$ cat src/rtl/rom_burst_arbiter_pkg.sv
// rom_burst_arbiter_pkg: shared widths, FSM state encoding and requester ids
package rom_burst_arbiter_pkg;
  localparam int DEF_ADDR_W = 4;
  localparam int DEF_DATA_W = 8;
  localparam logic REQ0 = 1'b0;
  localparam logic REQ1 = 1'b1;
  typedef enum logic {IDLE, BURST} state_t;
endpackage

$ cat src/rtl/rom_burst_arbiter_rr_arb2.sv
// rr_arb2: combinational two-way round-robin grant; on a tie the requester that did not win last time wins
module rr_arb2
  import rom_burst_arbiter_pkg::*;
(
  input  logic v0,
  input  logic v1,
  input  logic last_grant,
  output logic gnt,
  output logic gnt_id
);
  assign gnt    = v0 | v1;
  assign gnt_id = (v0 & v1) ? ~last_grant : (v1 ? REQ1 : REQ0);
endmodule

$ cat src/rtl/rom_burst_arbiter.sv
// rom_burst_arbiter: round-robin burst reader streaming ROM words onto a valid/ready port
module rom_burst_arbiter
  import rom_burst_arbiter_pkg::*;
#(
  parameter int ADDR_W = DEF_ADDR_W,
  parameter int DATA_W = DEF_DATA_W
) (
  input  logic              clk,
  input  logic              rst,
  input  logic              req0_valid,
  input  logic [ADDR_W-1:0] req0_addr,
  input  logic [ADDR_W-1:0] req0_len,
  output logic              req0_ready,
  input  logic              req1_valid,
  input  logic [ADDR_W-1:0] req1_addr,
  input  logic [ADDR_W-1:0] req1_len,
  output logic              req1_ready,
  output logic [ADDR_W-1:0] rom_addr,
  input  logic [DATA_W-1:0] rom_data,
  output logic              out_valid,
  input  logic              out_ready,
  output logic [DATA_W-1:0] out_data,
  output logic              out_id,
  output logic              out_last,
  output logic              busy
);
  state_t            state, state_n;
  logic [ADDR_W-1:0] addr_n, beat_cnt, cnt_n, len_q, len_n;
  logic              id_n, last_grant, lg_n, gnt, gnt_id;

  rr_arb2 u_arb (
    .v0        (req0_valid),
    .v1        (req1_valid),
    .last_grant(last_grant),
    .gnt       (gnt),
    .gnt_id    (gnt_id)
  );

  assign req0_ready = (state == IDLE) && gnt && (gnt_id == REQ0);
  assign req1_ready = (state == IDLE) && gnt && (gnt_id == REQ1);
  assign out_valid  = (state == BURST);
  assign busy       = out_valid;
  assign out_data   = out_valid ? rom_data : '0;
  assign out_last   = out_valid && (beat_cnt == len_q);

  // next-state: load a granted burst in IDLE, step the address on each accepted beat in BURST
  always_comb begin
    state_n = state;
    addr_n  = rom_addr;
    cnt_n   = beat_cnt;
    len_n   = len_q;
    id_n    = out_id;
    lg_n    = last_grant;
    if (state == IDLE && gnt) begin
      state_n = BURST;
      addr_n  = gnt_id ? req1_addr : req0_addr;
      len_n   = gnt_id ? req1_len : req0_len;
      cnt_n   = '0;
      id_n    = gnt_id;
      lg_n    = gnt_id;
    end else if (state == BURST && out_ready) begin
      state_n = out_last ? IDLE : BURST;
      addr_n  = out_last ? rom_addr : rom_addr + 1'b1;
      cnt_n   = out_last ? beat_cnt : beat_cnt + 1'b1;
    end
  end

  // state and burst registers; last_grant resets to REQ1 so requester 0 wins the first tie
  always_ff @(posedge clk) begin
    if (rst) begin
      state      <= IDLE;
      rom_addr   <= '0;
      beat_cnt   <= '0;
      len_q      <= '0;
      out_id     <= REQ0;
      last_grant <= REQ1;
    end else begin
      state      <= state_n;
      rom_addr   <= addr_n;
      beat_cnt   <= cnt_n;
      len_q      <= len_n;
      out_id     <= id_n;
      last_grant <= lg_n;
    end
  end
endmodule
$ cat config.mk
export PLATFORM = sky130hd
export DESIGN_NAME = rom_burst_arbiter
export DESIGN_NICKNAME = d
export VERILOG_FILES = /design/src/rtl/rom_burst_arbiter_pkg.sv /design/src/rtl/rom_burst_arbiter_rr_arb2.sv /design/src/rtl/rom_burst_arbiter.sv
export SDC_FILE = /design/constraint.sdc
export NUM_CORES = 1
export LEC_CHECK = 0
export CORE_UTILIZATION = 38
export DETAILED_ROUTE_END_ITERATION = 6
export PLACE_DENSITY_LB_ADDON = 0.1
export REMOVE_ABC_BUFFERS = 1
export SLEW_MARGIN = 20
export SYNTH_ARGS = -nofsm -noshare
export SYNTH_HDL_FRONTEND = slang
export SYNTH_SLANG_ARGS = --single-unit
$ cat constraint.sdc
create_clock -name clk -period 1.7 [get_ports clk]
set_clock_uncertainty 0.1 [all_clocks]
set_input_delay 0.255 -clock clk [delete_from_list [all_inputs] [get_ports clk]]
set_output_delay 0.255 -clock clk [all_outputs]
set_load 0.01 [all_outputs]
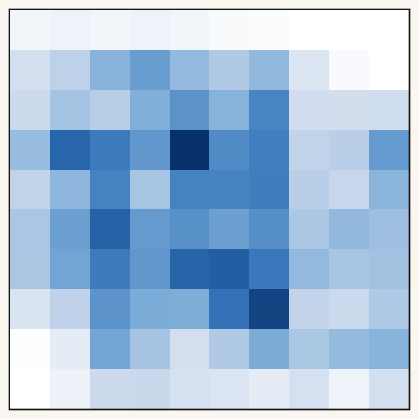
**Above:** wire density map.
Drawn at 8 px/um. The die is cut into 10 by 10 equal tiles; white is low, dark blue is high, scaled to the fullest tile. Values are wire area over tile area, all layers added.
emptiest ninth of the die = top right
tiles over half the peak = 30%
mean over tiles = 0.18
nearly empty tiles = 6.0%
fullest tile = 0.47
densest ninth of the die = middle
vias after detailed routing: 1,043
post-detailed-routing wire length: 2685 um
routed length per placed instance: 13.91 um

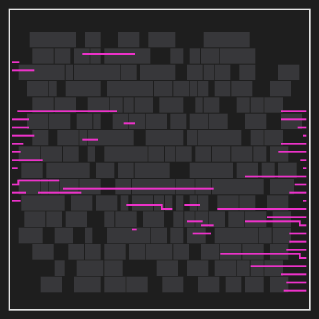
**Above:** M3 wires.
Drawn at 6 px/um.
nets with wire on the layer = 42
share of all routed wire = 8.1%
met3 capacity usage during global routing: 5.556%

==> notes.md <==
The synthesis and PnR run went through. The flow ran to the end, and the final reports show no timing, DRC or antenna violations. In the final layout, excluding clock inverters the inverter count is 1. The highest clock rate this design can be run at is roughly 0.6 GHz. Clock-cell share of area landed at roughly 1.6%. Total die size landed at 2484 sq um. After technology mapping, the gate count stands at 96.

Per the OpenROAD floorplan log, the height of the die is between 40 and 50 um. Total grt overflow landed at 0. Post-CTS setup buffer count landed at 3.

The largest single stage delay on the critical path is about 0.34 ns. Average cell area after synthesis landed at between 9 and 10 sq um. Port buffer count landed at about 46. Of the total synthesized cell area, the portion taken by AND, OR, NAND and NOR gates is 24.89%. Looking at the area split, the leading class of cells is non-clock buffers.

In this run the cell area of the synthesized design comes to 869.6 sq um. The post-placement cell area is about 1500 sq um. In the hold report, the worst path ends at rom_addr[3]$_SDFFE_PP0P_. Maximum ir drop on the vdd rail landed at roughly 0.60 mV. At the worst endpoint, the required time is ~1.3 ns.

Total negative setup slack landed at 0 ns. The synthesized design spends more area on one cell type than any other, namely dfxtp_1. The final report lists the setup-violating endpoint count as 0. The worst register-to-register path ends at rom_addr[0]$_SDFFE_PP0P_. The initial antenna violation count came to 0. Number of global-route vias before repair landed at about 940. The most frequently used library cell after synthesis is dfxtp_1. The fraction of cell area in sequential cells is reported as 19.44%. Stage-log warning count landed at 25.

For the worst reg-to-reg path, the startpoint reported by OpenROAD is len_q[3]$_SDFFE_PP0N_. Looking at the cell usage after synthesis, the top flip-flop cell is dfxtp_1. Maximum level of the CTS H-tree landed at 1. Listed in order, past its start point the critical path passes xnor2_2 -> and4_4 -> and2_4 -> buf_6.

Per the OpenROAD timing report, the critical path contains 4 cells. Final weighted congestion in routability-driven placement landed at between 0.7 and 0.8. Note, the detailed placer reported a final HPWL of just under 2000 um. According to the tapcell log, the count of inserted taps is 27.

Via density per instance landed at about 5.4. The synthesized netlist devotes approximately 2.9% of its cell area to adder and majority cells. Post-synthesis xor/xnor area fraction landed at 5.036%. Among cell families on the critical path, the largest total delay comes from simple AND/OR/NAND/NOR gates.

Number of rows created at floorplan landed at 16. Buffer share of cell area landed at between 40% and 50%. Per the CTS log, the buffer count on the longest clock path is 2.

At the pin with the least slew margin, the transition time is ~0.55 ns. Starting density of the core landed at between 40% and 50%. Dividing total power by cell area gives a power density of roughly 730 nW/um^2. Count of cells along the worst hold path landed at 2. Multi-input gate share of total cell area landed at 35.38%. The critical path is of the flip-flop to output port type. The data arrival time reported for the critical path is ~1.3 ns. Total of clock buffers placed in the layout landed at 4. Per the layout area report, the combinational gate area comes to ~570 sq um. The synthesis run shows the most used standard cells to be 15 x dfxtp_1, 10 x and2_1, 6 x nor2_1, 5 x nand2_1, 5 x xnor2_1. The timing report shows that the slowest cell on the worst path is dfxtp_1. Between the synthesized netlist and the finished layout, the area growth was recorded as 85.04%. CTS placed an instance of clkbuf_4 at the clock tree root. Share of final-layout standard cells stronger than drive strength 1 landed at about a third. After synthesis, the netlist uses 38 different library cells.

After clock tree synthesis, the repair step resized 36 gates. Register bit total from synthesis landed at 15. By area, the combinational part of the netlist is dominated by simple AND/OR/NAND/NOR gates. The main area contributors are dfxtp_1 35%, and2_1 7.2%, xnor2_1 5.0%.

Largest driver fanout on the critical path landed at 2. According to the I/O placement log, the pin count is 47. Post-route standard cell area excluding fillers landed at 1609 sq um. Fraction of post-synthesis cell area in the top cell type by area landed at roughly 35%.

Per STA, the endpoint of the critical path is out_last. Non-clock buffers in the final layout number approximately 73. In the layout the tool counted multi-input logic cells amounting to about 73.

STA classifies the critical path startpoint as a flip-flop. Per the hold report, the tightest min-delay path originates at rom_addr[3]$_SDFFE_PP0P_. After synthesis, flip-flops and latches occupy about a third of the total area. In this run, the synthesized area fraction spent on AND-OR/OR-AND gates is recorded as 24.60%. Leakage dissipation landed at about 0.7 nW.

Entering global routing, the biggest net connects 12 pins. TritonCTS built the clock tree. Per the log, the first TritonRoute iteration ended with a DRC count of 27.

Wire length of the first global-routing pass landed at 4374 um. The area taken by sequential standard cells is reported as around 310 sq um.
[through the flow]
stage	std cells	worst slack, ns	hold WS, ns	util [%]
after floorplan	89	-0.1222	0.2241	-
after global placement	183	-0.2887	0.3736	72.03
after detailed placement	183	-0.3148	0.3805	72.03
after CTS	190	0.004404	0.3935	76.27
after global routing	193	0.006169	0.3986	78.03
final	193	0.05559	0.3963	78.03
[flip-flops by register name (all words and copies together), names as in the netlist]
signal,flops
beat_cnt,4
rom_addr,4
out_id,1
busy,1
last_grant,1
len_q,4
[worst reg2reg max path: stages, from the launching register on]
cell and delay [ns]:
dfxtp_1 0.34, xnor2_2 0.15, and4_4 0.19, buf_4 0.14
a22o_4 0.28, o311a_1 0.34
[cell usage in the layout, fill, tap and decap left out, types with 2 or more instances in the layout]
cell	n
nand2_1	5
nand3_1	3
nor2_1	6
xnor2_2	4
and2_1	8
a221oi_1	2
clkbuf_4	3
ha_1	2
mux2i_1	3
a222oi_1	4
a21oi_1	4
dfxtp_1	7
o21ai_0	3
clkdlybuf4s50_1	32
nor2b_2	2
nor3_1	3
buf_4	26
dlygate4sd2_1	10
o32ai_1	2
and2_4	2
dfxtp_2	7
[report_power, final]
| group | switching (mW) | internal, mW | leakage, nW | total [mW] |
|---|---|---|---|---|
| Combinational | 0.208 | 0.323 | 0.559 | 0.531 |
| Clock | 0.123 | 0.0916 | 0.0150 | 0.215 |
| Sequential | 0.0365 | 0.389 | 0.127 | 0.425 |
| Total | 0.368 | 0.803 | 0.701 | 1.17 |
[per-layer routing]
| layer | vias to the layer above | part of all wire (%) | GRT usage, % |
|---|---|---|---|
| li1 | 502 | - | - |
| met1 | 477 | 42 | 28.98 |
| met2 | 59 | 48 | 38.96 |
| met3 | 5 | 8.0 | 5.556 |
| met4 | 0 | 1.4 | 9.524 |
| met5 | - | 0 | 0 |
Power is estimated from default activity; no workload was simulated.
